## src/rtl/vga_sync_monitor_if.sv

```systemverilog
// Sync pins coming into the monitor and the timing results it reports back.
interface vga_sync_monitor_if;
    logic        hsync_in;
    logic        vsync_in;
    logic [11:0] h_pos;
    logic [10:0] v_pos;
    logic        line_start;
    logic        frame_start;
    logic [11:0] line_len;
    logic [11:0] hs_width;
    logic [10:0] frame_lines;
    logic        locked;
    logic        sync_err;

    modport master (
        output hsync_in, vsync_in,
        input  h_pos, v_pos, line_start, frame_start,
        input  line_len, hs_width, frame_lines, locked, sync_err
    );

    modport slave (
        input  hsync_in, vsync_in,
        output h_pos, v_pos, line_start, frame_start,
        output line_len, hs_width, frame_lines, locked, sync_err
    );
endinterface

```

## src/rtl/vga_sync_monitor.sv

```systemverilog
// Recovers line/frame position from incoming hsync/vsync, measures line length,
// hsync width and frame height, and tracks lock against the expected timing.
module vga_sync_monitor #(
    parameter int H_TOTAL     = 1041,
    parameter int V_TOTAL     = 667,
    parameter int HS_WIDTH    = 120,
    parameter int LOCK_FRAMES = 2
) (
    input  logic              clk,
    input  logic              rst,
    vga_sync_monitor_if.slave vif
);
    localparam logic [11:0] H_TOTAL_C  = 12'(H_TOTAL);
    localparam logic [10:0] V_TOTAL_C  = 11'(V_TOTAL);
    localparam logic [11:0] HS_WIDTH_C = 12'(HS_WIDTH);
    localparam logic [3:0]  LOCK_C     = 4'(LOCK_FRAMES);
    localparam logic [11:0] H_MAX      = 12'hFFF;
    localparam logic [10:0] V_MAX      = 11'h7FF;

    typedef enum logic [1:0] {UNLOCKED, MEASURE, LOCKED} state_t;

    state_t      state_q, state_d;
    logic        hs_meta_q, hs_meta_d, hs_sync_q, hs_sync_d, hs_dly_q, hs_dly_d;
    logic        vs_meta_q, vs_meta_d, vs_sync_q, vs_sync_d, vs_dly_q, vs_dly_d;
    logic [11:0] h_cnt_q, h_cnt_d;
    logic [11:0] w_cnt_q, w_cnt_d;
    logic [10:0] v_cnt_q, v_cnt_d;
    logic [11:0] line_len_q, line_len_d;
    logic [11:0] hs_width_q, hs_width_d;
    logic [10:0] frame_lines_q, frame_lines_d;
    logic        hs_armed_q, hs_armed_d, vs_armed_q, vs_armed_d;
    logic        line_bad_q, line_bad_d;
    logic [3:0]  good_cnt_q, good_cnt_d;
    logic        line_start_q, line_start_d, frame_start_q, frame_start_d;
    logic        locked_q, locked_d, sync_err_q, sync_err_d;

    logic        hs_rise, hs_fall, vs_rise, timeout;
    logic [11:0] len_p1;
    logic        line_bad_evt, frame_ok;

    always_comb begin
        hs_meta_d = vif.hsync_in;
        hs_sync_d = hs_meta_q;
        hs_dly_d  = hs_sync_q;
        vs_meta_d = vif.vsync_in;
        vs_sync_d = vs_meta_q;
        vs_dly_d  = vs_sync_q;

        hs_rise = hs_sync_q & ~hs_dly_q;
        hs_fall = ~hs_sync_q & hs_dly_q;
        vs_rise = vs_sync_q & ~vs_dly_q;
        timeout = (h_cnt_q == H_MAX);
        len_p1  = timeout ? H_MAX : h_cnt_q + 12'd1;

        // Any malformed line, or a dead hsync, spoils the frame in progress.
        line_bad_evt = (hs_rise & hs_armed_q & (len_p1 != H_TOTAL_C))
                     | (hs_fall & hs_armed_q & (w_cnt_q != HS_WIDTH_C))
                     | timeout;
        frame_ok = (v_cnt_q == V_TOTAL_C) & ~line_bad_q & ~line_bad_evt;

        h_cnt_d = hs_rise ? 12'd0 : (timeout ? h_cnt_q : h_cnt_q + 12'd1);

        w_cnt_d = w_cnt_q;
        if (hs_fall)
            w_cnt_d = 12'd0;
        else if (hs_sync_q && w_cnt_q != H_MAX)
            w_cnt_d = w_cnt_q + 12'd1;

        // A vsync edge restarts the line count; a coincident hsync edge is line 0.
        v_cnt_d = v_cnt_q;
        if (vs_rise)
            v_cnt_d = {10'd0, hs_rise};
        else if (hs_rise && v_cnt_q != V_MAX)
            v_cnt_d = v_cnt_q + 11'd1;

        line_len_d    = (hs_rise & hs_armed_q) ? len_p1 : line_len_q;
        hs_width_d    = (hs_fall & hs_armed_q) ? w_cnt_q : hs_width_q;
        frame_lines_d = (vs_rise & vs_armed_q) ? v_cnt_q : frame_lines_q;
        hs_armed_d    = hs_rise | (hs_armed_q & ~timeout);
        vs_armed_d    = vs_rise | (vs_armed_q & ~timeout);
        line_bad_d    = vs_rise ? 1'b0 : (line_bad_q | line_bad_evt);

        state_d    = state_q;
        good_cnt_d = good_cnt_q;
        sync_err_d = 1'b0;
        case (state_q)
            UNLOCKED: begin
                if (vs_rise) begin
                    state_d    = MEASURE;
                    good_cnt_d = 4'd0;
                end
            end
            MEASURE: begin
                if (timeout) begin
                    state_d    = UNLOCKED;
                    good_cnt_d = 4'd0;
                end else if (vs_rise) begin
                    if (frame_ok) begin
                        good_cnt_d = good_cnt_q + 4'd1;
                        if (good_cnt_d == LOCK_C)
                            state_d = LOCKED;
                    end else begin
                        good_cnt_d = 4'd0;
                    end
                end
            end
            LOCKED: begin
                if (line_bad_evt || (vs_rise && !frame_ok)) begin
                    state_d    = MEASURE;
                    good_cnt_d = 4'd0;
                    sync_err_d = 1'b1;
                end
            end
            default: begin
                state_d    = UNLOCKED;
                good_cnt_d = 4'd0;
            end
        endcase

        line_start_d  = hs_rise;
        frame_start_d = vs_rise;
        locked_d      = (state_d == LOCKED);
    end

    always_ff @(posedge clk or negedge rst) begin
        if (!rst) begin
            state_q       <= UNLOCKED;
            hs_meta_q     <= 1'b0;
            hs_sync_q     <= 1'b0;
            hs_dly_q      <= 1'b0;
            vs_meta_q     <= 1'b0;
            vs_sync_q     <= 1'b0;
            vs_dly_q      <= 1'b0;
            h_cnt_q       <= 12'd0;
            w_cnt_q       <= 12'd0;
            v_cnt_q       <= 11'd0;
            line_len_q    <= 12'd0;
            hs_width_q    <= 12'd0;
            frame_lines_q <= 11'd0;
            hs_armed_q    <= 1'b0;
            vs_armed_q    <= 1'b0;
            line_bad_q    <= 1'b0;
            good_cnt_q    <= 4'd0;
            line_start_q  <= 1'b0;
            frame_start_q <= 1'b0;
            locked_q      <= 1'b0;
            sync_err_q    <= 1'b0;
        end else begin
            state_q       <= state_d;
            hs_meta_q     <= hs_meta_d;
            hs_sync_q     <= hs_sync_d;
            hs_dly_q      <= hs_dly_d;
            vs_meta_q     <= vs_meta_d;
            vs_sync_q     <= vs_sync_d;
            vs_dly_q      <= vs_dly_d;
            h_cnt_q       <= h_cnt_d;
            w_cnt_q       <= w_cnt_d;
            v_cnt_q       <= v_cnt_d;
            line_len_q    <= line_len_d;
            hs_width_q    <= hs_width_d;
            frame_lines_q <= frame_lines_d;
            hs_armed_q    <= hs_armed_d;
            vs_armed_q    <= vs_armed_d;
            line_bad_q    <= line_bad_d;
            good_cnt_q    <= good_cnt_d;
            line_start_q  <= line_start_d;
            frame_start_q <= frame_start_d;
            locked_q      <= locked_d;
            sync_err_q    <= sync_err_d;
        end
    end

    assign vif.h_pos       = h_cnt_q;
    assign vif.v_pos       = v_cnt_q;
    assign vif.line_start  = line_start_q;
    assign vif.frame_start = frame_start_q;
    assign vif.line_len    = line_len_q;
    assign vif.hs_width    = hs_width_q;
    assign vif.frame_lines = frame_lines_q;
    assign vif.locked      = locked_q;
    assign vif.sync_err    = sync_err_q;
endmodule

```

## src/flat_wrapper.sv

```systemverilog
// flat-port wrapper written by rule: the top's interface ports become plain ports
module vga_sync_monitor_flat 
#(
    parameter int H_TOTAL     = 1041,
    parameter int V_TOTAL     = 667,
    parameter int HS_WIDTH    = 120,
    parameter int LOCK_FRAMES = 2
)
  (clk, rst, vif_hsync_in, vif_vsync_in, vif_h_pos, vif_v_pos, vif_line_start, vif_frame_start, vif_line_len, vif_hs_width, vif_frame_lines, vif_locked, vif_sync_err);
  vga_sync_monitor_if vif_i ();
  input  logic clk;
  input  logic rst;
  input wire logic [$bits(vif_i.hsync_in)-1:0] vif_hsync_in;
  input wire logic [$bits(vif_i.vsync_in)-1:0] vif_vsync_in;
  output wire logic [$bits(vif_i.h_pos)-1:0] vif_h_pos;
  output wire logic [$bits(vif_i.v_pos)-1:0] vif_v_pos;
  output wire logic [$bits(vif_i.line_start)-1:0] vif_line_start;
  output wire logic [$bits(vif_i.frame_start)-1:0] vif_frame_start;
  output wire logic [$bits(vif_i.line_len)-1:0] vif_line_len;
  output wire logic [$bits(vif_i.hs_width)-1:0] vif_hs_width;
  output wire logic [$bits(vif_i.frame_lines)-1:0] vif_frame_lines;
  output wire logic [$bits(vif_i.locked)-1:0] vif_locked;
  output wire logic [$bits(vif_i.sync_err)-1:0] vif_sync_err;
  assign vif_i.hsync_in = vif_hsync_in;
  assign vif_i.vsync_in = vif_vsync_in;
  assign vif_h_pos = vif_i.h_pos;
  assign vif_v_pos = vif_i.v_pos;
  assign vif_line_start = vif_i.line_start;
  assign vif_frame_start = vif_i.frame_start;
  assign vif_line_len = vif_i.line_len;
  assign vif_hs_width = vif_i.hs_width;
  assign vif_frame_lines = vif_i.frame_lines;
  assign vif_locked = vif_i.locked;
  assign vif_sync_err = vif_i.sync_err;
  vga_sync_monitor #(.H_TOTAL(H_TOTAL), .V_TOTAL(V_TOTAL), .HS_WIDTH(HS_WIDTH), .LOCK_FRAMES(LOCK_FRAMES)) u_core (.clk(clk), .rst(rst), .vif(vif_i));
endmodule
```

## config.mk

```make
export PLATFORM = sky130hd
export DESIGN_NAME = vga_sync_monitor_flat
export DESIGN_NICKNAME = d
export VERILOG_FILES = /design/src/rtl/vga_sync_monitor_if.sv /design/src/rtl/vga_sync_monitor.sv /design/src/flat_wrapper.sv
export SDC_FILE = /design/constraint.sdc
export NUM_CORES = 1
export LEC_CHECK = 0
export CAP_MARGIN = 20
export CORE_ASPECT_RATIO = 1.4
export CORE_MARGIN = 2
export CORE_UTILIZATION = 40
export DETAILED_ROUTE_END_ITERATION = 10
export GPL_ROUTABILITY_DRIVEN = 0
export MAX_ROUTING_LAYER = met4
export PLACE_DENSITY = 0.6
export SLEW_MARGIN = 25
export SYNTH_ARGS = -nofsm -noshare
export SYNTH_HDL_FRONTEND = slang
export SYNTH_SLANG_ARGS = --single-unit
export TNS_END_PERCENT = 20
```

## constraint.sdc

```tcl
create_clock -name clk -period 3.06 [get_ports clk]
set_clock_uncertainty 0.1 [all_clocks]
set_input_delay 0.612 -clock clk [delete_from_list [all_inputs] [get_ports clk]]
set_output_delay 0.612 -clock clk [all_outputs]
set_load 0.005 [all_outputs]
```

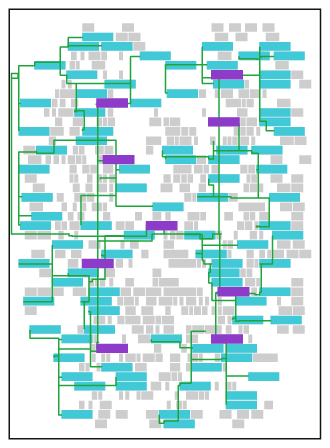
*Clock distribution*
legend:
  purple:
    item: clock-net drivers
    count: 9
  cyan:
    item: flip-flops
    count: 89
  green:
    item: clock wires
    length: 1,090 um
flops lie: widely spread
clock latency on the worst-skew pair: 340 ps
share of total power in the clock network: 0.352
Clk power: 0.981 mW

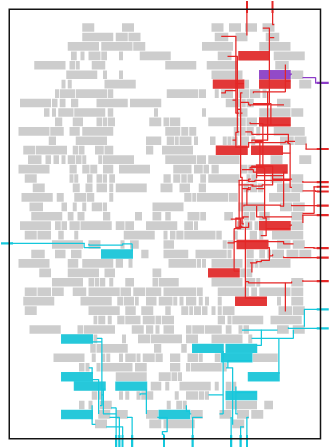
*I/O nets highlighted*
legend:
  cyan:
    port: vif_line_len
    direction: output
    edge: 9 bottom, 2 right, 1 left
    end_cells: 12
    buffers: 12
    wire: 300 um
  red:
    port: vif_v_pos
    direction: output
    edge: 9 right, 2 top
    end_cells: 11
    buffers: 11
    wire: 618 um
  purple:
    port: vif_frame_start
    direction: output
    edge: right
    end_cells: 1
    buffers: 1
    wire: 6.70 um
Buffers on Ports: 65
num ports: 66

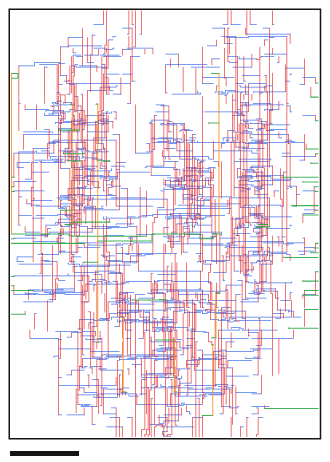
*Wiring by layer*
Scale bar: 20 um.
legend:
  red:
    layer: M2
    wire_length: 4,710 um
  green:
    layer: M3
    wire_length: 289 um
  orange:
    layer: M4
    wire_length: 266 um
  blue:
    layer: M1
    wire_length: 3,650 um
DR WL/cell: 15.1 um
final wirelength: 8910 um

==> reports/metrics.csv <==
stage;metric;value;unit
critical_path;crit_path_top_delay_cell;or4_4;
grt;grt_pass1_vias;3153;
yosys;ys_sh_simple;0.178;
finish;final_util;0.521;
yosys;synth_top_cell_by_area;dfrtp_1;
timing;min_period;2810;ps
critical_path;rr_startpoint;u_core.vif.h_pos[0];
critical_path;cp-startpoint;u_core.vif.h_pos[0];
critical_path;cp-endpoint;u_core.good_cnt_q[1];
finish;areaGrowthSynthToFinish;26.7;%
critical_path;path_buffers;0;
outcome;outcome;finished clean;
grt;grtUsageTotal;0.184;
critical_path;r2r_slack;250;ps
critical_path;slowest_delay;530;ps
route;antenna_left;0;
die;die_w;89.3;um
die;die_h;123;um
yosys;ys_warn_count;0;
yosys;synth_flops;89;
yosys;most_common_cell;dfrtp_1;
finish;n_antenna_cell;0;
finish;layout_top_cells;dfrtp_1, clkdlybuf4s50_1, nand2_1, o21ai_0, nor2_1;
timing;slew_viol_final;0;
timing;slew_headroom;0.594;
finish;combGateArea;1730;um^2
die;row_count;43;
clocking;cts_setup_buffers;0;
place;hpwl;6410;um
yosys;syn_area;4070;um^2
run;maxCapViolCount;0;
timing;worst_pin_slew;607;ps
grt;antenna_found_initial;0;
pwr;p_leak;2.19;nW
place;placed_cells;577;
finish;seq_cell_count;89;
grt;grt_pass1_wl;15100;um
clocking;clockBufferDepth;2;
yosys;synthArstFlopShare;1.00;
critical_path;cp.depth;8;
[sequential cells by signal (all words and copies together) (netlist names), 2 cells and up]
register / cells
u_core.state_q: 2
u_core.vif.hs_width: 12
u_core.vif.line_len: 12
u_core.w_cnt_q: 12
u_core.vif.v_pos: 11
u_core.good_cnt_q: 4
u_core.vif.frame_lines: 11
u_core.vif.h_pos: 12
[layer usage]
layer,GRT usage,up-vias,share of wire
li1,-,1486,-
met1,0.210,1521,0.41
met2,0.310,68,0.53
met3,0.0247,20,0.032
met4,0.0970,0,0.030
met5,-,-,0
[metrics by stage]
step / area, um^2 / setup WS (ps)
floorplan: 4070 / 543
global placement: 4900 / 400
detailed placement: 4900 / 262
CTS: 5160 / 242
global route: 5160 / 34.6
finish: 5160 / 254
No activity file was given, so power comes from the tool's default toggle rates.
